**config.mk**
```make
export PLATFORM = sky130hd
export DESIGN_NAME = fetch_unit
export DESIGN_NICKNAME = d
export VERILOG_FILES = /design/src/rtl/fetch_unit_pkg.sv /design/src/rtl/fetch_unit_sat_counter.sv /design/src/rtl/fetch_unit.sv
export SDC_FILE = /design/constraint.sdc
export NUM_CORES = 1
export LEC_CHECK = 0
export ABC_AREA = 1
export CELL_PAD_IN_SITES_DETAIL_PLACEMENT = 1
export CELL_PAD_IN_SITES_GLOBAL_PLACEMENT = 1
export CORE_MARGIN = 5
export CORE_UTILIZATION = 35
export CTS_CLUSTER_DIAMETER = 200
export DETAILED_ROUTE_END_ITERATION = 8
export PLACE_DENSITY = 0.85
export SETUP_SLACK_MARGIN = 0.02
export SLEW_MARGIN = 20
export SYNTH_ARGS = -nofsm -noshare
export SYNTH_HDL_FRONTEND = slang
export SYNTH_HIERARCHICAL = 1
export SYNTH_SLANG_ARGS = --single-unit
```
**constraint.sdc**
```tcl
create_clock -name clk -period 1.95 [get_ports clk]
set_clock_uncertainty 0.2 [all_clocks]
set_input_delay 0.39 -clock clk [delete_from_list [all_inputs] [get_ports clk]]
set_output_delay 0.39 -clock clk [all_outputs]
set_load 0.01 [all_outputs]
```
**src/rtl/fetch_unit_pkg.sv**
```systemverilog
// Shared fetch-sequencer types: FSM state encoding and counter width.
package fetch_def;
  typedef enum logic [1:0] {F_IDLE, F_RUN, F_HALTED} FetchState;
  localparam int CNT_W = 16;
endpackage

```
**src/rtl/fetch_unit_sat_counter.sv**
```systemverilog
// Saturating up-counter with synchronous clear; parks at all-ones instead of wrapping.
module sat_counter #(
  parameter int W = 16
) (
  input  logic         clk,
  input  logic         reset_n,
  input  logic         clr,
  input  logic         inc,
  output logic [W-1:0] q
);
  always_ff @(posedge clk or negedge reset_n) begin
    if (!reset_n)              q <= '0;
    else if (clr)              q <= '0;
    else if (inc && (q != '1)) q <= q + 1'b1;
  end
endmodule

```
**src/rtl/fetch_unit.sv**
```systemverilog
// Instruction-fetch sequencer: owns PC, run/halt FSM and retired-instruction count.
module fetch_unit
  import fetch_def::*;
#(
  parameter int A          = 16,
  parameter int OV         = 1000,
  parameter int RESET_ADDR = 0
) (
  input  logic             clk,
  input  logic             reset_n,
  input  logic             start,
  input  logic             stall,
  input  logic             ctrl_branch,
  input  logic             take_branch,
  input  logic [A-1:0]     inst_addr_in,
  input  logic             halt_req,
  output logic [A-1:0]     pc,
  output logic             pc_valid,
  output logic             halt,
  output logic             overflow,
  output logic [CNT_W-1:0] inst_count
);
  // Range checks done at 32 bits so OV may equal 2^A.
  localparam logic [31:0] OV_LIM = 32'(OV);

  FetchState      state, state_nxt;
  logic [A-1:0]   pc_nxt;
  logic           ovf_nxt, cnt_clr, cnt_inc;
  logic           tgt_ok, pc_last;

  assign tgt_ok  = 32'(inst_addr_in) < OV_LIM;
  assign pc_last = 32'(pc) == (OV_LIM - 32'd1);

  always_ff @(posedge clk or negedge reset_n) begin
    if (!reset_n) begin
      state    <= F_IDLE;
      pc       <= A'(RESET_ADDR);
      overflow <= 1'b0;
    end else begin
      state    <= state_nxt;
      pc       <= pc_nxt;
      overflow <= ovf_nxt;
    end
  end

  always_comb begin
    state_nxt = state;
    pc_nxt    = pc;
    ovf_nxt   = overflow;
    cnt_clr   = 1'b0;
    cnt_inc   = 1'b0;
    if (start) begin
      state_nxt = F_RUN;
      pc_nxt    = A'(RESET_ADDR);
      ovf_nxt   = 1'b0;
      cnt_clr   = 1'b1;
    end else if (state == F_RUN && !stall) begin
      // Every unstalled RUN cycle retires exactly one instruction, halting ones included.
      cnt_inc = 1'b1;
      if (halt_req) begin
        state_nxt = F_HALTED;
      end else if (ctrl_branch && take_branch) begin
        if (tgt_ok) pc_nxt = inst_addr_in;
        else begin
          state_nxt = F_HALTED;
          ovf_nxt   = 1'b1;
        end
      end else if (pc_last) begin
        state_nxt = F_HALTED;
        ovf_nxt   = 1'b1;
      end else begin
        pc_nxt = pc + 1'b1;
      end
    end
  end

  assign pc_valid = (state == F_RUN);
  assign halt     = (state == F_HALTED);

  sat_counter #(.W(CNT_W)) u_cnt (
    .clk     (clk),
    .reset_n (reset_n),
    .clr     (cnt_clr),
    .inc     (cnt_inc),
    .q       (inst_count)
  );
endmodule
```
==> impl_metrics.yaml, run 1 <==
# flow metrics
status:
  status: "complete, no violations"
power_and_ir_drop:
  ir_drop_uv: 411
  finalPower_mw: 1.68
detailed_routing:
  detail_route.iter0.violations: 137
  wl_met2_mm: 4.60
  drc_errors: 0
worst_setup_path:
  cp_top_family: "buffers and inverters"
  rr_worst_depth: 9
  endpoint: "inst_count[5]"
  startpoint_type: "flop"
  crit_slowest_cell: "clkdlybuf4s50_1"
synthesis:
  yosys.cell_types.count: 36
  ys_warn_count: 6
  ys_seq_share_pct: 34.6
  ys_cells: 383
  topCombFamilyByArea: "simple AND/OR/NAND/NOR gates"
  ys_sh_xor_pct: 2.42
  topCellsByArea: "dfrtp_1, nand2_1, nand3_1"
die:
  core_area_mm2: 0.00714
  num_rows: 31
  fp_util_pct: 35.5
  ios: 58
job:
  max-cap-violations: 0
layout:
  drive_above_1_share_pct: 18.9
  n_antenna_cell: 0
  final_cell_mix: "nand2_1, clkdlybuf4s50_1, nand3_1, nor2_1, buf_4"
sta:
  finalCritPeriodShare_pct: 97.5
  holdWs_ns: 0.264
  fin_ws_ns: 0.0491
clocking:
  clock-sinks: 35
  cts_setup_buffers: 1
[run 1: cells in the mapped netlist]
| cell | count |
|---|---|
| ha_1 | 2 |
| o21ai_0 | 10 |
| a21oi_1 | 5 |
| nand2_1 | 148 |
| o21ai_1 | 1 |
| dfrtp_1 | 35 |
| inv_1 | 30 |
| or2_1 | 1 |
| xnor2_1 | 3 |
| a31oi_1 | 2 |
| nand3b_1 | 2 |
| nand2_4 | 2 |
| a211oi_1 | 1 |
| buf_1 | 2 |
| a22oi_1 | 1 |
| inv_2 | 1 |
| nand3_1 | 46 |
| clkbuf_4 | 1 |
| nand2_2 | 4 |
| nor2_1 | 43 |
| nand4_1 | 13 |
| nor2_4 | 4 |
| o21ai_4 | 1 |
| or2_2 | 1 |
| inv_4 | 1 |
| nor3_1 | 1 |
| nand3_2 | 3 |
| xor2_1 | 4 |
| clkbuf_1 | 1 |
| or2_0 | 1 |
| buf_2 | 3 |
| nor2_2 | 5 |
| nand3_4 | 1 |
| buf_8 | 1 |
| buf_12 | 1 |
| o21bai_1 | 2 |
[run 1: final cells by class]
class	instances	area, um2	share of cell area (%)
Inverter	32	125	3.49
Multi-Input combinational cell	308	1480	41.2
Tap cell	99	124	3.46
Sequential cell	35	901	25.2
Timing Repair Buffer	93	868	24.2
Clock buffer	6	82.6	2.31
Clock inverter	1	5.00	0.140
[run 1: power by group]
group	total, mW	switching (mW)	internal, mW	leakage, nW
Combinational	0.357	0.187	0.170	1.16
Clock	0.549	0.272	0.277	0.0470
Sequential	0.775	0.0269	0.748	0.447
[run 1: sequential cells by signal, summed over array words and instances (netlist names)]
name and cells:
overflow 1, state 2, pc 16, u_cnt/q 16
[run 1: routing by layer]
metal	global-route usage, %	vias to the layer above
li1	-	1413
met1	26.6	1450
met2	37.2	62
met3	2.92	21
met4	7.93	0
met5	0	-
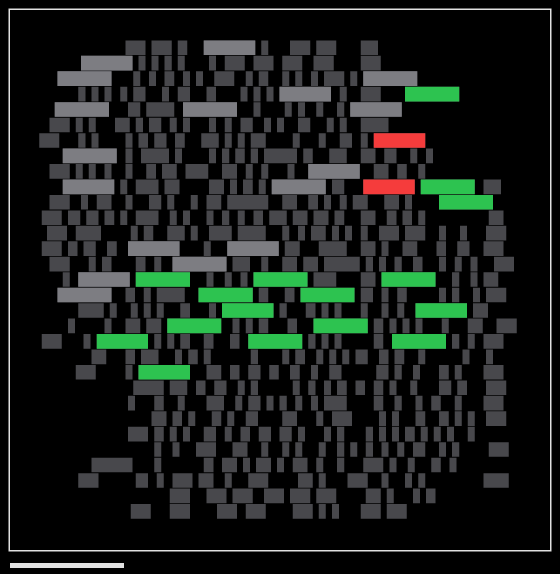
Figure 1: run 1, sequential cells colored by netlist name.
Scale bar: 20 um.
red -> `state`  # flops 2
green -> `pc`  # flops 16
Flop area: 901 um2
Power Sequential: 775 uW
fraction of area in registers: 25.2%
Layout Utilization: 50.2%

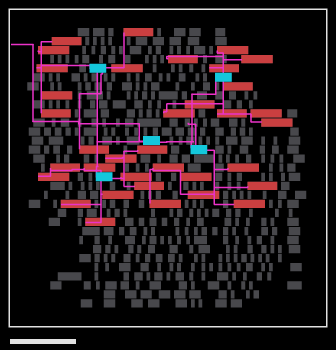
Figure 2: run 1, routed clock nets over the placement.
Scale bar: 20 um.
magenta -> clock wires  # length 521 um
cyan -> cells driving clock nets  # count 5
red -> flip-flops  # count 35
routed clock nets = 6
Clk. pwr: 549 uW
Clk pwr share: 32.7%
Skew-Pair Late Insertion Delay: 0.29 ns

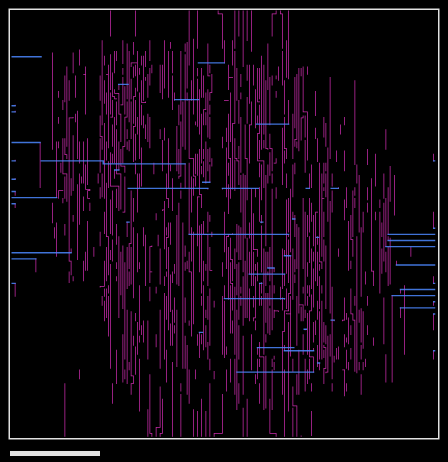
Figure 3: run 1, signal wires by layer.
Scale bar: 20 um. Two of the layers only.
blue -> met3  # wire length 275 um
magenta -> met2  # wire length 4,600 um
GRT Total Usage: 21.3%
drt wl/cell: 15.9 um

==> run 2, diff against run 1 <==
Settings changed: CORE_UTILIZATION 35 to 36, CTS_BUF_LIST set to sky130_fd_sc_hd__clkbuf_4 sky130_fd_sc_hd__clkbuf_8, PLACE_DENSITY 0.85 to 0.87, SYNTH_HIERARCHICAL 1 to unset.
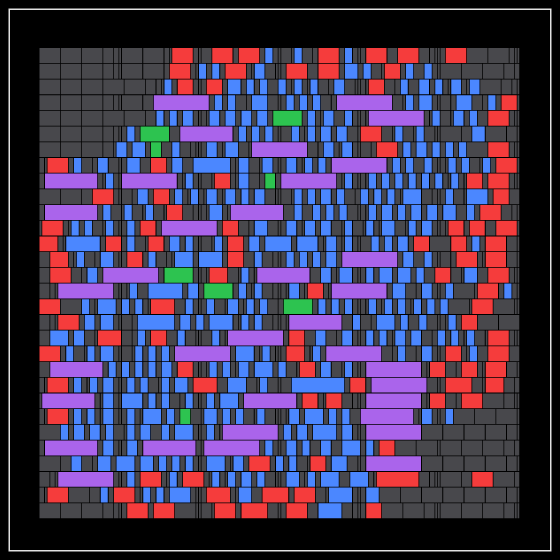
Figure 4: run 2, placement by cell class.
Fill, decap, tap and diode cells in gray.
green -> clock drivers and dummy loads  # cells 8
purple -> flip-flops  # cells 35
red -> other buffers and delay cells  # cells 101
blue -> all other logic  # cells 339
row cnt: 30
fraction of area in registers: 24.4%
CORE AREA: 0.00679 mm2
post-route cell area: 0.00371 mm2
Layout Utilization: 54.7%

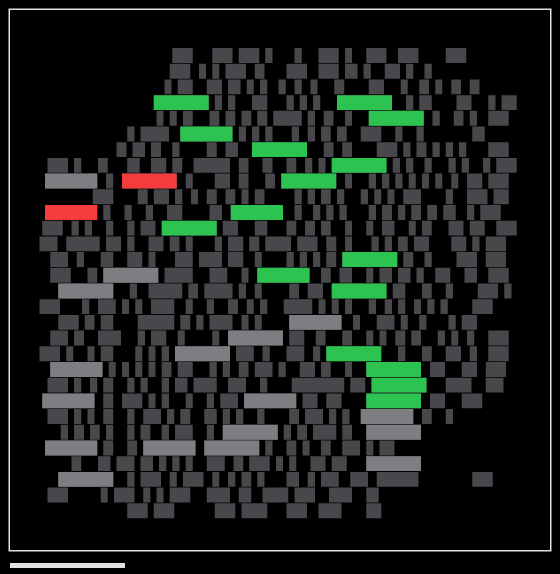
Figure 5: run 2, sequential cells colored by netlist name.
Scale bar: 20 um.
Power Sequential: 759 uW
Flop area: 905 um2

==> impl_metrics.yaml, run 2 <==
# flow metrics
status:
  status: "complete, no violations"
job:
  max-cap-violations: 0
layout:
  final_cell_mix: "nand2_1, nand3_1, clkdlybuf4s50_1, buf_4, nor2_1"
  n_antenna_cell: 0
  logic_area_mm2: 0.00153
  largestRegisters: "pc: 16 flops, u_cnt.q: 16 flops, state: 2 flops"
  drive_above_1_share_pct: 24.2
synthesis:
  synth_top_cell_by_count: "nand2_1"
  ys_warn_count: 0
  common_cells: "nand2_1, nand3_1, nor2_1, dfrtp_1, inv_1"
  ys_seq_share_pct: 34.8
  topCellsByArea: "dfrtp_1, nand2_1, nand3_1"
  ys_cells: 382
sta:
  finalCritPeriodShare_pct: 97.5
  holdWs_ns: 0.284
global_route:
  gr-usage-all-layers_pct: 21.6
  met1_usage_pct: 27.3
power_and_ir_drop:
  ir_drop_uv: 400
  finalPower_mw: 1.60
worst_setup_path:
  crit_slowest_cell: "clkdlybuf4s50_1"
  rr_worst_depth: 10
  cp_top_family: "buffers and inverters"
clocking:
  clock-sinks: 35
  clk_latency_ns: 0.29
die:
  fp_util_pct: 37.0
  ios: 58
[run 2: what timing repair did]
item                       CTS  global route
buffers inserted             1             9
pin swaps                    0             6
gates cloned                 0             2
gates resized               21            39
setup endpoints to repair   21            42
[run 2: how the worst min path moves through the flow]
| stage | startpoint | to | slack (ns) | depth (start not counted) |
|---|---|---|---|---|
| 6_report | reset_n | u_cnt.q[4] | 0.28 | 2 |
| 2_1_floorplan | reset_n | overflow | -0.11 | 0 |
| 3_5_place_dp | state[0] | state[0] | 0.30 | 2 |
| 3_3_place_gp | state[0] | state[0] | 0.30 | 2 |
| 4_1_cts | reset_n | u_cnt.q[4] | 0.30 | 2 |
| 5_1_grt | reset_n | u_cnt.q[4] | 0.31 | 2 |
[run 2: routing by layer]
metal	part of all wire, %	vias to the layer above
met2	51	81
li1	-	1433
met3	5.1	13
met1	43	1458
met4	1.4	0
met5	0	-
[run 2: power by group]
group	total [mW]	switching, mW	leakage, nW	internal, mW
clock network	0.523	0.278	0.0477	0.245
registers	0.759	0.0192	0.445	0.740
logic	0.318	0.168	1.26	0.150
total	1.60	0.466	1.75	1.13
[run 2: final cells by class]
class,instances,share of cell area (%)
clock buffers,5,1.85
clock inverters,3,0.404
repair buffers,101,25.0
flip-flops and latches,35,24.4
well taps,96,3.23
multi-input cells,302,41.3
inverters,37,3.81
[run 2: logic make-up after synthesis]
logic type,share of synthesized area [%]
XOR/XNOR,2.44
buffers and inverters,7.66
adder cells (fa/ha/maj),0.995
flip-flops,34.8
AND/OR/NAND/NOR,46.4
AND-OR/OR-AND,7.67
[run 2: stage by stage]
step / util (%) / setup slack, ns
after floorplan: - / 0.107
after global placement: 50.2 / -0.163
after detailed placement: 50.2 / -0.254
after CTS: 51.8 / 0.0203
after global routing: 54.7 / -0.0331
final: 54.7 / 0.0492
==> run 3, diff against run 2 <==
Settings changed: CTS_CLUSTER_DIAMETER 200 to 100.
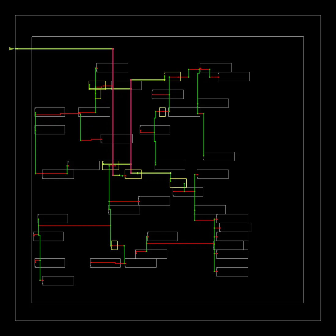
Figure 6: run 3, clock nets.
Clk. pwr: 523 uW
clkbuf count: 5
Sink Count: 35
registers: 35

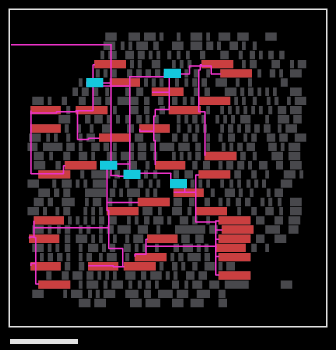
Figure 7: run 3, routed clock nets over the placement.
Scale bar: 20 um.
cyan -> cells driving clock nets  # count 5
red -> flip-flops  # count 35
magenta -> clock wires  # length 510 um
routed clock nets = 6

==> impl_metrics.yaml, run 3 <==
# flow metrics
status:
  status: "complete, no violations"
synthesis:
  common_cells: "nand2_1, nand3_1, nor2_1, dfrtp_1, inv_1"
  ys_warn_count: 0
  topCombFamilyByArea: "simple AND/OR/NAND/NOR gates"
  ys_seq_share_pct: 34.8
  synth_top_cell_by_count: "nand2_1"
  fa_ha_area_share_pct: 0.996
  ys_sh_simple_pct: 46.4
  topCellsByArea: "dfrtp_1, nand2_1, nand3_1"
  synthFlopType: "dfrtp_1"
  yosys.cell_types.count: 34
  ys_cells: 382
  ys_sh_mux_pct: 0
  synthArstFlopShare_pct: 100
  ys_sh_xor_pct: 2.44
  compound_area_share_pct: 7.67
  synth-edff-count: 0
sta:
  relSlewSlack_pct: 76.2
  finalCritPeriodShare_pct: 97.5
job:
  max-cap-violations: 0
layout:
  logic_area_mm2: 0.00153
  regArea_um2: 905
  final_cell_mix: "nand2_1, nand3_1, clkdlybuf4s50_1, buf_4, nor2_1"
  finalNetCount: 507
  largestRegisters: "pc: 16 flops, u_cnt.q: 16 flops, state: 2 flops"
  n_antenna_cell: 0
power_and_ir_drop:
  powerSeq_uw: 759
  p_comb_share_pct: 19.9
  ir_drop_uv: 400
  power.internal_mw: 1.13
  power_combinational_uw: 318
  p_clk_share_pct: 32.7
  p_sw_uw: 466
  finalPower_mw: 1.60
  p_leak_nw: 1.75
  swShare_pct: 29.1
  top_power_group: "registers"
detailed_routing:
  detail_route.iter0.violations: 146
  drc_errors: 0
clocking:
  cts_buffer_depth: 2
  clk_latency_ns: 0.29
global_route:
  gr-usage-all-layers_pct: 21.6
die:
  core_area_mm2: 0.00679
  fp_util_pct: 37.0
worst_setup_path:
  cp_top_family: "buffers and inverters"
  startpoint_type: "flop"
  crit_slowest_cell: "clkdlybuf4s50_1"
placed_design:
  pre_cts_ws_ns: -0.254
-- run 3: cell counts in the layout (fill, tap and decap cells not counted) --
No cell type changed its count.
-- run 3: worst paths after layout --
path | endpoint | depth (start not counted) | slack (ns)
worst max-delay path | inst_count[2] | 1 | 0.05
worst min-delay path | u_cnt.q[4] | 2 | 0.28
worst max register to register | u_cnt.q[2] | 10 | 0.09
worst min register to register | state[0] | 2 | 0.31
max in group asynchronous | pc[14] | 2 | 1.06
min in group clk | state[0] | 2 | 0.31
-- run 3: stage by stage --
stage                     instances  instance area (um2)  hold slack, ns  utilization [%]
after global routing            579                 3710           0.308             54.7
final                           579                 3710           0.284             54.7
after detailed placement        559                 3410           0.302             50.2
after floorplan                 382                 2510          -0.106                -
after global placement          559                 3410           0.297             50.2
after CTS                       568                 3520           0.296             51.8
-- run 3: cell families (layout without fill, tap and decap cells) --
logic type | count (synthesis) | after routing
buffers and inverters | 46 | 146
DFF | 35 | 35
xor gates and xnor gates | 7 | 7
and+or+nand+nor | 264 | 265
adders and majority gates | 2 | 2
AOI/OAI and AO/OA | 28 | 28
-- run 3: area by class of cell --
cell class / count / share of cell area [%]
Clock buffer: 5 / 1.85
Clock inverter: 3 / 0.404
Inverter: 37 / 3.81
Multi-Input combinational cell: 302 / 41.3
Sequential cell: 35 / 24.4
Tap cell: 96 / 3.23
Timing Repair Buffer: 101 / 25.0
-- run 3: per-layer routing --
metal	wire, um	global-route usage [%]
met1	4180	27.3
met2	4910	37.6
met3	491	3.46
met4	138	6.26
met5	0	0
-- run 3: repair_timing --
item / in CTS / in global routing
endpoints found under the hold margin: 0 / 0
resized: 21 / 39
buffers inserted: 1 / 9
gates cloned: 0 / 2
pin swaps: 0 / 6
setup endpoints to repair: 21 / 42
Power figures rest on the tool's default switching activity, not on a simulated workload.
